**src/rtl/mem_port_arbiter.sv**
```systemverilog
// Arbitrates one unified memory port between the instruction-fetch (I)
// and load/store (D) requesters. D has fixed priority, but after
// STARVE_LIMIT consecutive lost conflicts I wins the next one.
module mem_port_arbiter #(
  parameter int unsigned STARVE_LIMIT = 4
) (
  input  logic        clk,
  input  logic        reset,
  input  logic        i_req,
  input  logic [31:0] i_addr,
  output logic [31:0] i_rdata,
  output logic        i_done,
  input  logic        d_req,
  input  logic        d_we,
  input  logic [2:0]  d_size,
  input  logic [31:0] d_addr,
  input  logic [31:0] d_wdata,
  output logic [31:0] d_rdata,
  output logic        d_done,
  output logic        m_valid,
  output logic        m_we,
  output logic [2:0]  m_size,
  output logic [31:0] m_addr,
  output logic [31:0] m_wdata,
  input  logic [31:0] m_rdata,
  input  logic        m_ready,
  output logic        busy
);

  typedef enum logic [1:0] {
    IDLE  = 2'd0,
    ISSUE = 2'd1,
    RESP  = 2'd2
  } state_t;

  typedef enum logic {
    SEL_I = 1'b0,
    SEL_D = 1'b1
  } sel_t;

  localparam logic [3:0] LIMIT = 4'(STARVE_LIMIT);

  state_t     state;
  sel_t       sel;
  logic [3:0] starve_cnt;

  // Transaction sequencing, arbitration and read-data capture.
  always_ff @(posedge clk) begin
    if (!reset) begin
      state      <= IDLE;
      sel        <= SEL_I;
      starve_cnt <= '0;
      i_rdata    <= '0;
      d_rdata    <= '0;
    end else begin
      case (state)
        IDLE: begin
          if (i_req && d_req) begin
            if (starve_cnt >= LIMIT) begin
              sel        <= SEL_I;
              starve_cnt <= '0;
            end else begin
              sel <= SEL_D;
              if (starve_cnt != 4'hF) starve_cnt <= starve_cnt + 4'd1;
            end
            state <= ISSUE;
          end else if (i_req) begin
            sel        <= SEL_I;
            starve_cnt <= '0;
            state      <= ISSUE;
          end else if (d_req) begin
            sel   <= SEL_D;
            state <= ISSUE;
          end
        end
        ISSUE: begin
          if (m_ready) begin
            if (sel == SEL_I)  i_rdata <= m_rdata;
            else if (!d_we)    d_rdata <= m_rdata;
            state <= RESP;
          end
        end
        RESP:    state <= IDLE;
        default: state <= IDLE;
      endcase
    end
  end

  // Memory request fields are steered from the selected requester while issuing.
  always_comb begin
    m_valid = 1'b0;
    m_we    = 1'b0;
    m_size  = '0;
    m_addr  = '0;
    m_wdata = '0;
    if (state == ISSUE) begin
      m_valid = 1'b1;
      if (sel == SEL_I) begin
        m_size = 3'b010;
        m_addr = i_addr;
      end else begin
        m_we    = d_we;
        m_size  = d_size;
        m_addr  = d_addr;
        m_wdata = d_wdata;
      end
    end
  end

  // Done pulses and busy decode directly from registered state.
  always_comb begin
    i_done = (state == RESP) && (sel == SEL_I);
    d_done = (state == RESP) && (sel == SEL_D);
    busy   = (state != IDLE) || i_req || d_req;
  end

endmodule

```
**config.mk**
```make
export PLATFORM = sky130hd
export DESIGN_NAME = mem_port_arbiter
export DESIGN_NICKNAME = d
export VERILOG_FILES = /design/src/rtl/mem_port_arbiter.sv
export SDC_FILE = /design/constraint.sdc
export NUM_CORES = 1
export LEC_CHECK = 0
export ABC_AREA = 1
export CORE_ASPECT_RATIO = 0.9
export CORE_MARGIN = 2
export CORE_UTILIZATION = 31
export DETAILED_ROUTE_END_ITERATION = 7
export PLACE_DENSITY = 0.77
export SYNTH_ARGS = -nofsm -noshare
export SYNTH_HDL_FRONTEND = slang
export SYNTH_SLANG_ARGS = --single-unit
```
**constraint.sdc**
```tcl
create_clock -name clk -period 1.38 [get_ports clk]
set_clock_uncertainty 0.1 [all_clocks]
set_input_delay 0.345 -clock clk [delete_from_list [all_inputs] [get_ports clk]]
set_output_delay 0.345 -clock clk [all_outputs]
set_load 0.005 [all_outputs]
```
**Run 1: where the registers sit**

(4 px per um) Other sequential cells in the stronger grey, the rest of the logic in the fainter grey.
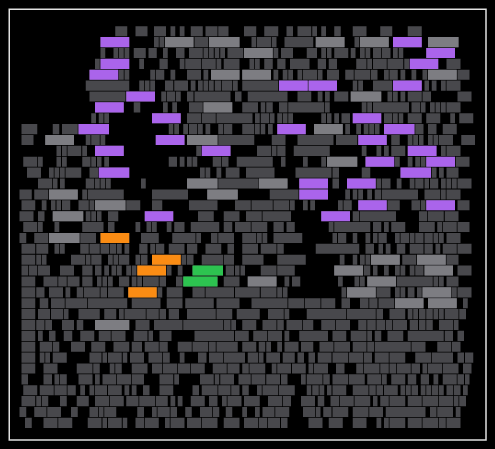
- orange: `starve_cnt` (flops 4)
- purple: `i_rdata` (flops 32)
- green: `state` (flops 2)
Final Core Density: 0.719
power drawn by the sequential cells: 0.00221 W
sequential share of cell area: 0.175

**Run 1: signal wires on met1**

(4 px per um) Supply wires on this layer in grey. Cells faint in the background.
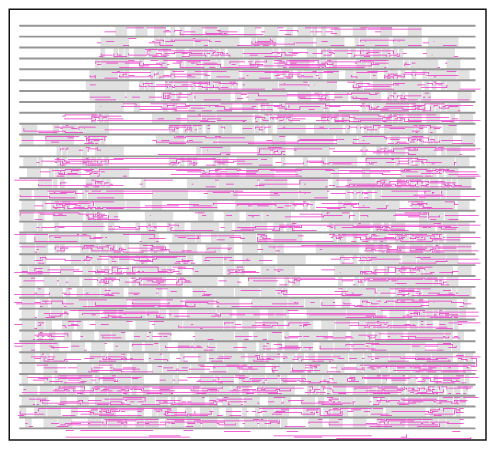
- share of all routed wire: 40%
- longest straight run: 63.9 um
- wire length on this layer: 7350 um
- nets with wire on the layer: 946
- main direction: horizontal
met1 global-route usage: 0.298
Vias: 5168
total wirelength of the detailed-routed design: 18.2 mm

==> run summary, run 1 <==
Implementation numbers.

- The synthesis run shows the most used standard cells to be sky130_fd_sc_hd__nand2_1, sky130_fd_sc_hd__nor2_1, sky130_fd_sc_hd__dfxtp_1.
- The most instantiated flip-flop cell in the synthesis netlist is sky130_fd_sc_hd__dfxtp_1.
- The clock power share is 0.360.
- The share of total power in sequential cells is 0.312.
- The final reports fail on negative setup slack.
- After detailed placement, the design holds a cell count of 1034.
- The largest registers in the layout are d_rdata: 32 flops, i_rdata: 32 flops, starve_cnt: 4 flops.
- The fraction of area in clock buffers and inverters is 0.0403.
- In the routed design, unresolved DRC markers number 0.
- The area fraction in full adders, half adders and majority gates is 0.00340.
- The minimum setup slack after placement is -0.688 ns.
- The largest contributor to cell area by class is buffers.
- Setup repair after global routing could not meet its margin everywhere.
- The layout clock buffer count is 11.
- The startpoint of the most critical register-to-register path is sel.
- The share of Yosys cell area claimed by the top area cell type is 0.387.
- The final tally of hold violations is 0.
- Of the total power, the share spent switching nets is 0.282.
- The multi-input gate count is 458.
- There are 71 flip-flops and latches.
- The timing report lists the critical path depth as 6 cells.
- Per the detail_route log, met3 wirelength is 1.14 mm.
- The nature of the critical path startpoint is a flop.
- The number of antenna violations at the first check in global routing was 1.
- The analysis attributes to net switching a power of 0.00200 W.
- The number of warnings in the stage logs is 29.
- Per the finish-stage timing summary, setup violations number 137.
- The number of I/O pins is 273.
- The post-synthesis net count is 754.
- The multi-input logic area is 2520 sq um.
- The proportion of final cell area spent on non-clock buffers is 0.433.
- The overall track demand over capacity in global routing is 0.244.
- The cell area reported after detailed placement is 6880 sq um.
- The cell repeated most along the worst path is sky130_fd_sc_hd__buf_12.
- Per the layout area report, the register area comes to 1450 sq um.
- The number of inverters outside the clock class in the layout is 42.
- The library cell used most frequently in the layout, excluding fill and tap cells, is sky130_fd_sc_hd__nand2_1.
- The largest delay contributor family on the critical path is buffers and inverters.
- The final cycle utilization of the critical path is 1.35.
- The horizontal extent of the die is 119 um.
- Multi-input logic gates represent a cell area share of 0.306.
- In this run, post-CTS repair resized a total of 408 instances.
- The launch point of the critical path was reported as sel.
- The average detailed-routed wire length per instance is 16.6 um.
- Per the post-run analysis, buffers plus inverters along the critical path come to 4.
- The xor-xnor portion of the synthesized cell area is 0.
- After floorplanning, the die was sized to cover 12700 sq um.
- The transition time at the pin with the least slew margin is 0.341 ns.
- Per the skew report, the later register of the worst-skew pair sees a clock latency of 0.33 ns.
- The sequential fraction of the synthesis area is 0.387.
- STA lists the startpoint of the worst hold path as reset.
- After the last flow step, the layout net total stands at 1073.
- The non-filler instance count after layout is 1097.
- The global routing stage identified its most utilized layer as met2.
- STA classifies the critical path endpoint as a primary output.
- Yosys attributes the largest share of cell area to sky130_fd_sc_hd__dfxtp_1, sky130_fd_sc_hd__nand2_1, sky130_fd_sc_hd__nor2_1.
- In this design, the stage delay of the slowest critical-path cell is 0.37 ns.
- The data required time at the worst endpoint is 0.94 ns.
- The worst setup path is of the flop to primary output kind.
- The endpoint identified for the worst register-to-register timing path is d_rdata[8].
- Looking at the clock tree report, the maximum root-to-sink buffer count equals 2.
- The growth of design area from synthesis to finish is 124%.
- The met2 wirelength from detailed routing is 9.10 mm.
- The cell area after technology mapping is 3680 sq um.
- The pin count of the biggest net entering global routing is 36.
- The highest clock frequency the design can meet is 536 MHz.
- The flow ran to the end, but the final reports show violations.
- Clock-pin slew was measured on the worst setup and hold paths at 0.06 ns.
- Signal nets in the final route climb as high as met4.
- Buffers added to address setup during post-CTS repair amount to 16.
- The final layout report lists a non-clock buffer count of 353.
- Across all checked pins, the minimum headroom to the slew limit is 0.773.
- The final HPWL from detailed placement is 10.7 mm.
- STA puts the critical path data arrival time at 1.42 ns.
- Power spread over the standard cell area amounts to 857 nW/um^2.
- The largest driver fanout on the critical path is 8.
- The area of the core region is 11500 sq um.
- The post-synthesis instance total is 616.
- The count of routing violations after the opening detailed-route iteration is 372.
- As logged by OpenROAD, the buffers inserted on ports number 272.
- The share of the core filled by cells before placement is 0.320.
- The terminating pin of the worst hold path is i_rdata[8].
- The least setup slack across all paths after layout is -0.485 ns.
- The number of buffers inserted during clock tree synthesis is 9.
**Run 1: wiring by layer**

(4 px per um) Two of the layers only.
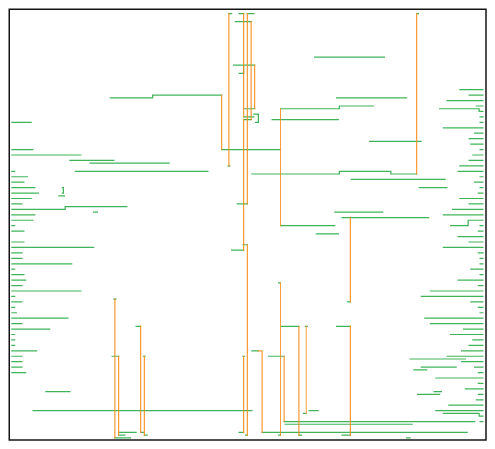
- green: met3 (wire length 1140 um)
- orange: met4 (wire length 603 um)

**Run 1: the metal 4 layer**

(4 px per um) Supply wires on this layer in grey.
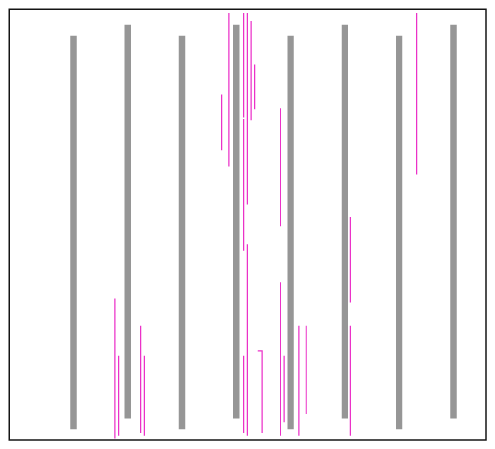
- nets with wire on the layer: 20
- wire length on this layer: 603 um

==> run 2, diff against run 1 <==
- CAP_MARGIN: unset -> 20
**Run 2: wiring by layer**

(4 px per um) Two of the layers only.
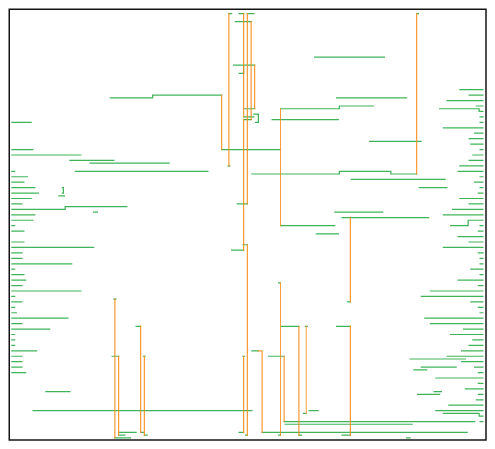
- orange: met4 (wire length 603 um)
- green: met3 (wire length 1140 um)
GRT Util Overall: 0.244
per-cell routed wire length: 16.6 um

==> run summary, run 2 <==
Implementation numbers.

- The maximum ir drop on the vdd rail is 768 uV.
- The post-synthesis net count was 754 (unchanged).
- The fraction of met1 tracks used by global routing is 0.298 (unchanged).
- The layout clock buffer count is 11 (unchanged).
- The clock network power reported by the tool is 0.00255 W.
- The pin count of the biggest net entering global routing is 36 (unchanged).
- The delay contributed by the slowest stage of the critical path is 0.37 ns (about the same).
- The total of buffers placed on input and output ports is 272 (unchanged).
- The critical path class is flop to primary output.
- The arrival time reported for the critical path endpoint came to 1.42 ns (about the same).
- The number of buffers inserted by post-CTS setup repair is 16 (unchanged).
- Ranked by total cell area, the synthesized netlist is headed by sky130_fd_sc_hd__dfxtp_1, sky130_fd_sc_hd__nand2_1, sky130_fd_sc_hd__nor2_1.
- The met2 wirelength from detailed routing came to 9.10 mm (unchanged).
- The number of cells on the worst hold path is 4.
- The clock transition at the registers of the reported paths came to 0.06 ns (about the same).
- The number of warnings in the stage logs came to 29 (unchanged).
- The sequential cell count of the final layout came to 71 (unchanged).
- The xor-xnor portion of the synthesized cell area is 0 (unchanged).
- The checks that failed: negative setup slack.
- The least setup slack across all paths after layout was -0.485 ns (unchanged).
- The number of inverters outside the clock class in the layout was 42 (unchanged).
- The non-filler instance count after layout is 1097 (unchanged).
- The largest contributor to cell area by class is buffers.
- The detailed-route wire length came to 18.2 mm (unchanged).
- The number of buffers and inverters on the critical path was 4 (unchanged).
- The number of stages on the worst setup path is 6 (unchanged).
- The class of the tightest hold or removal check is input port to flop.
- The number of buffers inserted during clock tree synthesis is 9 (unchanged).
- The cell area reported after detailed placement is 6880 sq um (unchanged).
- The fraction of standard cell area that is sequential came to 0.175 (unchanged).
- The endpoint identified for the worst register-to-register timing path is d_rdata[8].
- The terminating pin of the worst hold path is i_rdata[8].
- The transition time at the pin with the least slew margin is 0.341 ns (unchanged).
- The largest registers in the layout are d_rdata: 32 flops, i_rdata: 32 flops, starve_cnt: 4 flops.
- The busiest metal layer after global routing is met2.
- Setup repair after global routing could not meet its margin everywhere.
- The share of total power in sequential cells is 0.312 (about the same).
- The clock power share is 0.360 (about the same).
- The multi-input gate count is 458 (unchanged).
- The minimum setup slack after placement is -0.688 ns (unchanged).
- The die area is 12700 sq um (unchanged).
- By count the netlist is led by sky130_fd_sc_hd__nand2_1, sky130_fd_sc_hd__nor2_1, sky130_fd_sc_hd__dfxtp_1.
- The power per cell area is 857 nW/um^2 (unchanged).
- The cell area after technology mapping is 3680 sq um (unchanged).
- The flow ran to the end, but the final reports show violations.
- The highest clock frequency the design can meet is 536 MHz (unchanged).
- The final tally of hold violations is 0 (unchanged).
- The placed instance count is 1034 (unchanged).
- Looking at hold timing, the worst path starts from reset.
- In this design, the largest share of critical-path delay is due to buffers and inverters.
- The number of antenna violations at the first check in global routing is 1 (unchanged).
- The final cycle utilization of the critical path was 1.35 (unchanged).
- The final HPWL from detailed placement is 10.7 mm (unchanged).
- The switching power summed over all nets is 0.00200 W (unchanged).
- STA classifies the critical path endpoint as a primary output.
- The root buffer cell is sky130_fd_sc_hd__clkbuf_16.
- The horizontal extent of the die came to 119 um (unchanged).
- The fraction of area in clock buffers and inverters is 0.0403 (unchanged).
- The reported sequential group power is 0.00221 W (about the same).
- The timing startpoint of the critical path is sel.
- The number of I/O pins is 273 (unchanged).
- The leakage component of the power was reported as 3.87 nW.
- The clock latency of the later-clocked register in the worst-skew pair is 0.33 ns (about the same).
- The worst max-slew margin expressed relative to the limit came to 0.773 (unchanged).
- The growth of design area from synthesis to finish is 124% (unchanged).
- The number of gates resized after cts was 408 (unchanged).
- The leading cell type in the layout, fill and taps excluded is sky130_fd_sc_hd__nand2_1.
- The startpoint of the most critical register-to-register path is sel.
- The number of standard cells reported by yosys is 616.
- The total number of vias was 5168 (unchanged).
- The final setup violation count is 137 (unchanged).
- The multi-input logic portion of the cell area is 0.306 (unchanged).
- The post-synthesis instance total came to 616 (unchanged).
- The share of Yosys cell area claimed by the top area cell type is 0.387 (unchanged).
- The non-clock buffer instance count of the final layout is 353 (unchanged).
- The area of the core region is 11500 sq um (unchanged).
- The cell repeated most along the worst path is sky130_fd_sc_hd__buf_12.
- The internal portion of the total power is 0.00508 W.
- The met3 wire length was 1.14 mm (unchanged).
- The proportion of final cell area spent on non-clock buffers was 0.433 (unchanged).
- Per the synthesis report, the AND-OR/OR-AND share of the synthesized area is 0.0517.
- The CTS tree is yes.
- The count of routing violations after the opening detailed-route iteration is 372 (unchanged).
- The multi-input logic area is 2520 sq um (unchanged).
- The sequential fraction of the synthesis area was 0.387 (unchanged).
- The worst-case clock buffer depth is 2 (unchanged).
- The count of nets after finishing is 1073 (unchanged).
- The net switching fraction of the power is 0.282 (unchanged).
- The most instantiated flip-flop cell in the synthesis netlist is sky130_fd_sc_hd__dfxtp_1.
- STA classifies the critical path startpoint as a flop.
- The largest driver fanout on the critical path is 8 (unchanged).
- In this run the maximum-capacitance check reported violations numbering 0.
- The DRC violation count after routing was 0 (unchanged).
- The data required time at the worst endpoint is 0.94 ns (about the same).
- The share of the core filled with cells in the final layout is 0.719 (unchanged).
- The highest routed metal layer is met4.
- The area fraction in full adders, half adders and majority gates is 0.00340 (unchanged).
- The share of the core filled by cells before placement is 0.320 (unchanged).
**Run 2: the metal 4 layer**

(4 px per um) Supply wires on this layer in grey.
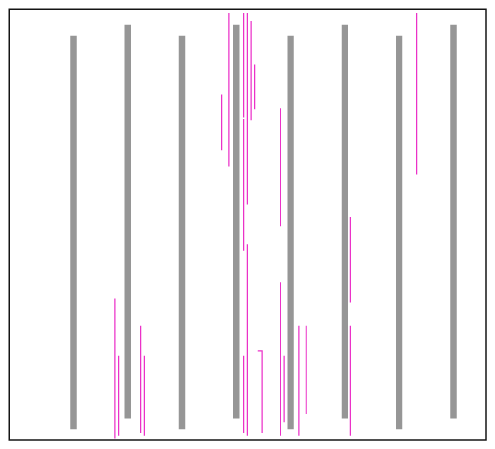

==> run 3, diff against run 2 <==
- SETUP_SLACK_MARGIN: unset -> 0.1
- TNS_END_PERCENT: unset -> 20
**Run 3: the metal 4 layer**

(4 px per um) Supply wires on this layer in grey.
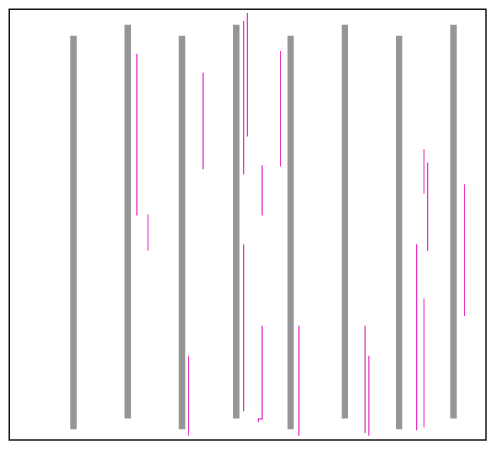
- main direction: vertical
- nets with wire on the layer: 15

==> run summary, run 3 <==
Implementation numbers.

- The flow ran to the end, but the final reports show violations.
- The checks that failed: negative setup slack.
- The placed instance count is 1027 (-0.68%).
- The sequential fraction of the synthesis area came to 0.387 (unchanged).
- The fraction of standard cell area that is sequential was 0.183 (+0.00707).
- The transition time at the pin with the least slew margin is 0.370 ns (+0.0292 ns).
- The share of the core filled by cells before placement is 0.320 (unchanged).
- The die area is 12700 sq um (unchanged).
- The detailed-route wire length is 16.7 mm (-8.5%).
- The clock power share came to 0.332 (-0.028).
- The internal power contribution was 0.00489 W (-3.8%).
- The leading cell type in the layout, fill and taps excluded is sky130_fd_sc_hd__nand2_1.
- The horizontal extent of the die is 119 um (unchanged).
- Per STA, the worst path accumulates the most delay in the family buffers and inverters.
- The multi-input logic area is 2330 sq um (-7.5%).
- The class occupying the most area after layout is reported as buffers.
- The net switching fraction of the power is 0.285 (+0.00330).
- The arrival time reported for the critical path endpoint is 1.49 ns (+0.07 ns).
- The max-cap violation count is 0 (unchanged).
- The number of cells on the worst hold path is 3 (-1).
- The total of buffers placed on input and output ports came to 272 (unchanged).
- The compound-gate portion of the synthesized area is 0.0517 (unchanged).
- The number of gates resized after cts is 574 (+41%).
- The fraction of area in clock buffers and inverters came to 0.0370 (-0.00336).
- The final HPWL from detailed placement is 10.9 mm (+1.3%).
- The non-filler instance count after layout was 1095 (-0.18%).
- The number of global-route vias before repair is 4931.
- The overall track demand over capacity in global routing was 0.260 (+0.0157).
- The reported sequential group power was 0.00220 W (about the same).
- The number of inverters outside the clock class in the layout is 46 (+9.5%).
- The share of Yosys cell area claimed by the top area cell type is 0.387 (unchanged).
- The area of the core region was 11500 sq um (unchanged).
- The startpoint of the most critical register-to-register path is sel.
- The least setup slack across all paths after layout is -0.553 ns (-0.0678 ns).
- The met2 wirelength from detailed routing is 8.12 mm (-11%).
- The worst setup path is captured at a primary output.
- The data required time at the worst endpoint is 0.94 ns (about the same).
- The number of buffers inserted during clock tree synthesis came to 9 (unchanged).
- TritonCTS built the clock tree.
- The root buffer cell is sky130_fd_sc_hd__clkbuf_16.
- Per STA, the library cell used most along the worst path is sky130_fd_sc_hd__buf_12.
- The xor-xnor portion of the synthesized cell area came to 0 (unchanged).
- The congestion estimate from routability-driven global placement came to 0.842.
- The most critical min-delay path falls under input port to flop.
- The highest clock frequency the design can meet is 517 MHz (-3.5%).
- The sequential cell count of the final layout was 71 (unchanged).
- In the synthesized netlist the dominant register cell turns out to be sky130_fd_sc_hd__dfxtp_1.
- Setup repair after global routing could not meet its margin everywhere.
- The count of routing violations after the opening detailed-route iteration is 318 (-15%).
- The clock latency of the later-clocked register in the worst-skew pair is 0.33 ns (about the same).
- Power comes to 0.00684 W.
- The final setup violation count is 137 (unchanged).
- The fraction of met1 tracks used by global routing was 0.300 (+0.00245).
- The post-synthesis net count is 754 (unchanged).
- The worst-case clock buffer depth is 2 (unchanged).
- The non-clock buffer instance count of the final layout was 348 (-1.4%).
- The flow inserted 156 tap cells.
- The final cycle utilization of the critical path is 1.40 (+0.0491).
- The switching power summed over all nets is 0.00195 W (-2.2%).
- The count of nets after finishing came to 1072 (-0.093%).
- The share of total power in sequential cells is 0.322 (+0.010).
- The delay contributed by the slowest stage of the critical path is 0.36 ns (about the same).
- Sorting the synthesized cells by how often they occur yields sky130_fd_sc_hd__nand2_1, sky130_fd_sc_hd__nor2_1, sky130_fd_sc_hd__dfxtp_1.
- The endpoint identified for the worst register-to-register timing path is d_rdata[5].
- The multi-input logic portion of the cell area is 0.296 (-0.00987).
- The number of standard cells reported by yosys came to 616 (unchanged).
- The number of warnings in the stage logs is 29 (unchanged).
- The static leakage is 3.61 nW (-6.7%).
- The share of the core filled with cells in the final layout is 0.687 (-0.0320).
- The layer flagged by global routing as most heavily used is met2.
- The cell area reported after detailed placement is 6890 sq um (+0.20%).
- The synthesized netlist contains 18 unique library cells.
- The nature of the critical path startpoint is a flop.
- The total number of vias is 5080 (-1.7%).
- The pin count of the biggest net entering global routing was 39 (+8.3%).
- The cell area after technology mapping came to 3680 sq um (unchanged).
- The maximum ir drop on the vdd rail is 602 uV (-22%).
- The worst setup path is of the flop to primary output kind.
- The power drawn by the clock network was 0.00227 W (-11%).
- Per the hold report, the tightest min-delay path originates at reset.
- The final tally of hold violations is 0 (unchanged).
- The largest driver fanout on the critical path came to 7 (-1).
- The number of buffers inserted by post-CTS setup repair is 33 (+17).
- The timing startpoint of the critical path is sel.
- The registers reported with the highest flop counts are d_rdata: 32 flops, i_rdata: 32 flops, starve_cnt: 4 flops.
- The worst max-slew margin expressed relative to the limit is 0.753 (-0.0195).
- The growth of design area from synthesis to finish is 114%.
- The multi-input gate count is 458 (unchanged).
- The layout clock buffer count is 12 (+1).
- The terminating pin of the worst hold path is sel.
- By area the synthesized netlist is led by sky130_fd_sc_hd__dfxtp_1, sky130_fd_sc_hd__nand2_1, sky130_fd_sc_hd__nor2_1.
- The proportion of final cell area spent on non-clock buffers is 0.430 (-0.00297).
- The post-synthesis instance total is 616 (unchanged).
- The DRC violation count after routing is 0 (unchanged).
- The number of stages on the worst setup path is 7 (+1).
- The average detailed-routed wire length per instance was 15.2 um (-8.3%).
Power figures rest on the tool's default switching activity, not on a simulated workload.
